## config.mk

```make
export PLATFORM = sky130hd
export DESIGN_NAME = uart_autobaud
export DESIGN_NICKNAME = d
export VERILOG_FILES = /design/src/rtl/uart_autobaud.sv
export SDC_FILE = /design/constraint.sdc
export NUM_CORES = 1
export LEC_CHECK = 0
export ABC_AREA = 1
export CELL_PAD_IN_SITES_DETAIL_PLACEMENT = 0
export CELL_PAD_IN_SITES_GLOBAL_PLACEMENT = 1
export CORE_ASPECT_RATIO = 0.7
export CORE_UTILIZATION = 36
export CTS_CLUSTER_SIZE = 28
export DETAILED_ROUTE_END_ITERATION = 7
export PLACE_DENSITY = 0.81
export SLEW_MARGIN = 20
export SYNTH_ARGS = -nofsm -noshare
export SYNTH_HDL_FRONTEND = slang
export SYNTH_SLANG_ARGS = --single-unit
```

## constraint.sdc

```tcl
create_clock -name clk -period 2.8 [get_ports clk]
set_clock_uncertainty 0.15 [all_clocks]
set_input_delay 0.56 -clock clk [delete_from_list [all_inputs] [get_ports clk]]
set_output_delay 0.56 -clock clk [all_outputs]
set_load 0.1 [all_outputs]
```

## src/rtl/uart_autobaud.sv

```systemverilog
// Auto-baud controller: measures a 0x55 sync character on rxd and derives the
// UART prescale (clk cycles per bit), holding the last good value until re-armed.
module uart_autobaud #(
    parameter logic [15:0] DEFAULT_PRESCALE = 16'd868,
    parameter logic [15:0] MIN_PRESCALE     = 16'd8,
    parameter int          IDLE_CYCLES      = 64,
    parameter int          TIMEOUT          = 2**19
) (
    input  logic        clk,
    input  logic        rst,
    input  logic        rxd,
    input  logic        start,
    output logic [15:0] prescale,
    output logic        locked,
    output logic        done,
    output logic        error,
    output logic        busy
);

    typedef enum logic [1:0] {
        IDLE,
        WAIT_HIGH,
        WAIT_FALL,
        MEASURE
    } state_t;

    localparam int              IW           = $clog2(IDLE_CYCLES + 1);
    localparam logic [IW-1:0]   IDLE_LAST    = IW'(IDLE_CYCLES - 1);
    localparam logic [19:0]     TIMEOUT_SPAN = 20'(TIMEOUT);
    localparam logic [19:0]     MIN_RESULT   = 20'(MIN_PRESCALE);

    state_t        state;
    logic          rxd_m;
    logic          rxd_s;
    logic          rxd_d;
    logic          fall;
    logic [IW-1:0] idle_cnt;
    logic [19:0]   span_cnt;
    logic [2:0]    edge_cnt;
    logic [19:0]   result;

    // NOTE: the synchronizer resets to the idle-high line level so that
    // leaving reset never manufactures a falling edge.
    always_ff @(posedge clk) begin
        if (rst) begin
            rxd_m <= 1'b1;
            rxd_s <= 1'b1;
            rxd_d <= 1'b1;
        end else begin
            rxd_m <= rxd;
            rxd_s <= rxd_m;
            rxd_d <= rxd_s;
        end
    end

    assign fall = rxd_d & ~rxd_s;

    // Eight bit times span the 1st to 5th falling edge of 0x55; round to nearest.
    assign result = (span_cnt + 20'd4) >> 3;

    always_ff @(posedge clk) begin
        if (rst) begin
            state    <= IDLE;
            prescale <= DEFAULT_PRESCALE;
            locked   <= 1'b0;
            done     <= 1'b0;
            error    <= 1'b0;
            busy     <= 1'b0;
            idle_cnt <= '0;
            span_cnt <= '0;
            edge_cnt <= '0;
        end else begin
            done  <= 1'b0;
            error <= 1'b0;
            case (state)
                IDLE: begin
                    if (start) begin
                        state    <= WAIT_HIGH;
                        busy     <= 1'b1;
                        idle_cnt <= '0;
                    end
                end
                WAIT_HIGH: begin
                    if (rxd_s) begin
                        idle_cnt <= idle_cnt + IW'(1);
                        if (idle_cnt == IDLE_LAST) begin
                            state <= WAIT_FALL;
                        end
                    end else begin
                        idle_cnt <= '0;
                    end
                end
                WAIT_FALL: begin
                    if (fall) begin
                        state    <= MEASURE;
                        span_cnt <= 20'd1;
                        edge_cnt <= 3'd1;
                    end
                end
                MEASURE: begin
                    if (fall && edge_cnt == 3'd4) begin
                        state <= IDLE;
                        busy  <= 1'b0;
                        if (result >= MIN_RESULT && result <= 20'h0FFFF) begin
                            prescale <= result[15:0];
                            locked   <= 1'b1;
                            done     <= 1'b1;
                        end else begin
                            error <= 1'b1;
                        end
                    end else if (span_cnt >= TIMEOUT_SPAN) begin
                        state <= IDLE;
                        busy  <= 1'b0;
                        error <= 1'b1;
                    end else begin
                        span_cnt <= span_cnt + 20'd1;
                        if (fall) begin
                            edge_cnt <= edge_cnt + 3'd1;
                        end
                    end
                end
                default: begin
                    state <= IDLE;
                    busy  <= 1'b0;
                end
            endcase
        end
    end

endmodule

```

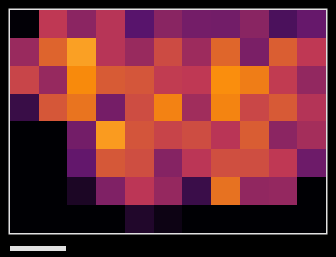
**Above:** cell density map.
The bar under the picture is 20 um long. The die is cut into 11 by 8 equal tiles; black is low, pale yellow is high, 0 to 100% covered.
nearly empty tiles: 19%
fullest tile: 79%
tiles over 75% full: 3.4%
mean over tiles: 38%
emptiest ninth of the die: lower left
core occupancy in the finished layout: 43.6%
core footprint: 8070 um2
core utilization before placement: 38.3%

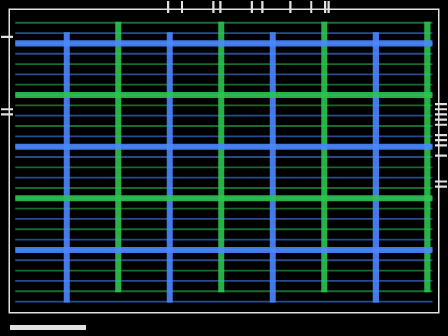
**Above:** floorplan with the power grid.
The bar under the picture is 20 um long. Pins as bars on the die edge.
| net | colour |
|---|---|
| VSS | blue |
| VDD | green |
signal pins: 24
met4 straps: 8
met1 rails: 28
rows: 27
IR Drop Worst-Case VDD: 0.000350 V
overall die width: 113 um
Die Y-Extent: 79.5 um

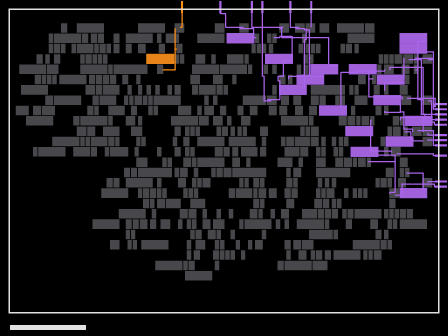
**Above:** nets reached from selected ports.
The bar under the picture is 20 um long.
| port | colour | bits | direction | edge | end cells | buffers | wire |
|---|---|---|---|---|---|---|---|
| prescale | purple | 16 | output | 11 right, 5 top | 16 | 16 | 450 um |
| busy | orange | 1 | output | top | 1 | 1 | 19.7 um |
number of top-level design ports: 24
quantity of I/O buffers inserted on ports: 23

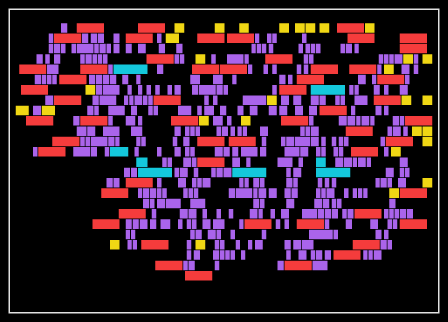
**Above:** cells coloured by class.
| class | colour | cells | share of their area |
|---|---|---|---|
| flip-flops | red | 55 | 32% |
| clock drivers and dummy loads | cyan | 8 | 4.6% |
| other buffers and delay cells | yellow | 29 | 6.6% |
| all other logic | purple | 380 | 56% |
Row Count: 27
sequential cell area share: 31.3%
cell area after layout: 3520 um2

==> design notes <==
The final net count is 486. The clock network fraction of total power is 33.8%. The worst path uses 90.1% of the clock period.

In the synthesized netlist, the number of instances is 446. Nature of the critical path startpoint: a flip-flop. With the layout cell share with drive strength beyond 1 at 18.0%, the via count of the first global-routing pass is 2,548. The number of resized instances in the post-cts repair step came out at 0. The chip area line in the Yosys stat output reads 3090 um2.

The run gives 3090 um2 as the cell area after synthesis. After layout, the worst setup slack is 0.278 ns. The first-pass GRT wire length was 12,600 um; the CTS buffer count was 5. For the final count of hold timing violations, the log shows 0. The number of H-tree branching levels was 2; the average vias per placed instance was 4.86. For the area of the die, the log shows 8970 um2. The run finished with clean final reports. The run gives 0 for the number of antenna repair diodes. Sequential cells consume a total of 0.000854 W. The worst hold slack across all endpoints came out at 0.268 ns. Type of the worst min-delay path: flip-flop to flip-flop. The power report shows net switching accounting for 33.7% of the total. Walking the worst path, the cells encountered are ha_1 -> nand2_1 -> nor2_4 -> nand2_1 -> nand2_1 -> inv_1 -> nand3_1 -> nor2_1 -> nand2_2 -> nor2_4 -> nand2_4 -> nand3_2 -> nor2_1 -> nor2_1. With the depth of the worst hold-timing path at 1, the max-slew violation count is 0.

The logs give 0 for the final-report setup violation count and 154 for the DRC violation total after the first TritonRoute iteration. Counting every net in the synthesized netlist gives 461. The gate family responsible for the most delay along the worst path is simple AND/OR/NAND/NOR gates.
-- routing by layer --
| metal | vias up | track usage [%] |
|---|---|---|
| met4 | 0 | 5.07 |
| met3 | 6 | 3.80 |
| met5 | - | 0 |
| met1 | 1242 | 27.0 |
| li1 | 1488 | - |
| met2 | 49 | 26.2 |
-- logic make-up after synthesis --
family / after synthesis / synth area share, %
simple gates: 241 / 37.9
flops: 55 / 35.6
compound gates: 61 / 10.8
fa+ha+maj: 11 / 4.45
xor+xnor: 2 / 0.567
buf+inv: 76 / 10.6
-- state kept, by name (all words and copies together), names as in the netlist, 2 cells and up --
name / cells
span_cnt: 20
idle_cnt: 7
state: 2
edge_cnt: 3
prescale: 16
-- placed cells by master, fill, tap and decap left out, types with 5 or more instances in the layout --
cell                         n
sky130_fd_sc_hd__buf_4      26
sky130_fd_sc_hd__nand2_1    98
sky130_fd_sc_hd__nor3_1     13
sky130_fd_sc_hd__nor2_1     44
sky130_fd_sc_hd__nor2_2     13
sky130_fd_sc_hd__a21oi_1    27
sky130_fd_sc_hd__nand3_1    21
sky130_fd_sc_hd__clkbuf_16   5
sky130_fd_sc_hd__dfxtp_1    55
sky130_fd_sc_hd__ha_1       11
sky130_fd_sc_hd__o21ai_0    19
sky130_fd_sc_hd__nand2_2    19
sky130_fd_sc_hd__nor2_4      6
sky130_fd_sc_hd__nand4_1    18
sky130_fd_sc_hd__inv_1      61
-- layout make-up --
class / count / area [um2]
clock inverter: 2 / 16.3
multi-input combinational: 316 / 1670
clock buffer: 6 / 139
fill: 842 / 4560
timing repair buffer: 29 / 225
inverter: 64 / 240
tap: 101 / 126
sequential: 55 / 1100
-- worst paths after layout --
path            endpoint
max          prescale[1]
min                rxd_s
max reg2reg  prescale[1]
min reg2reg        rxd_s
Power and IR drop assume default switching activity.
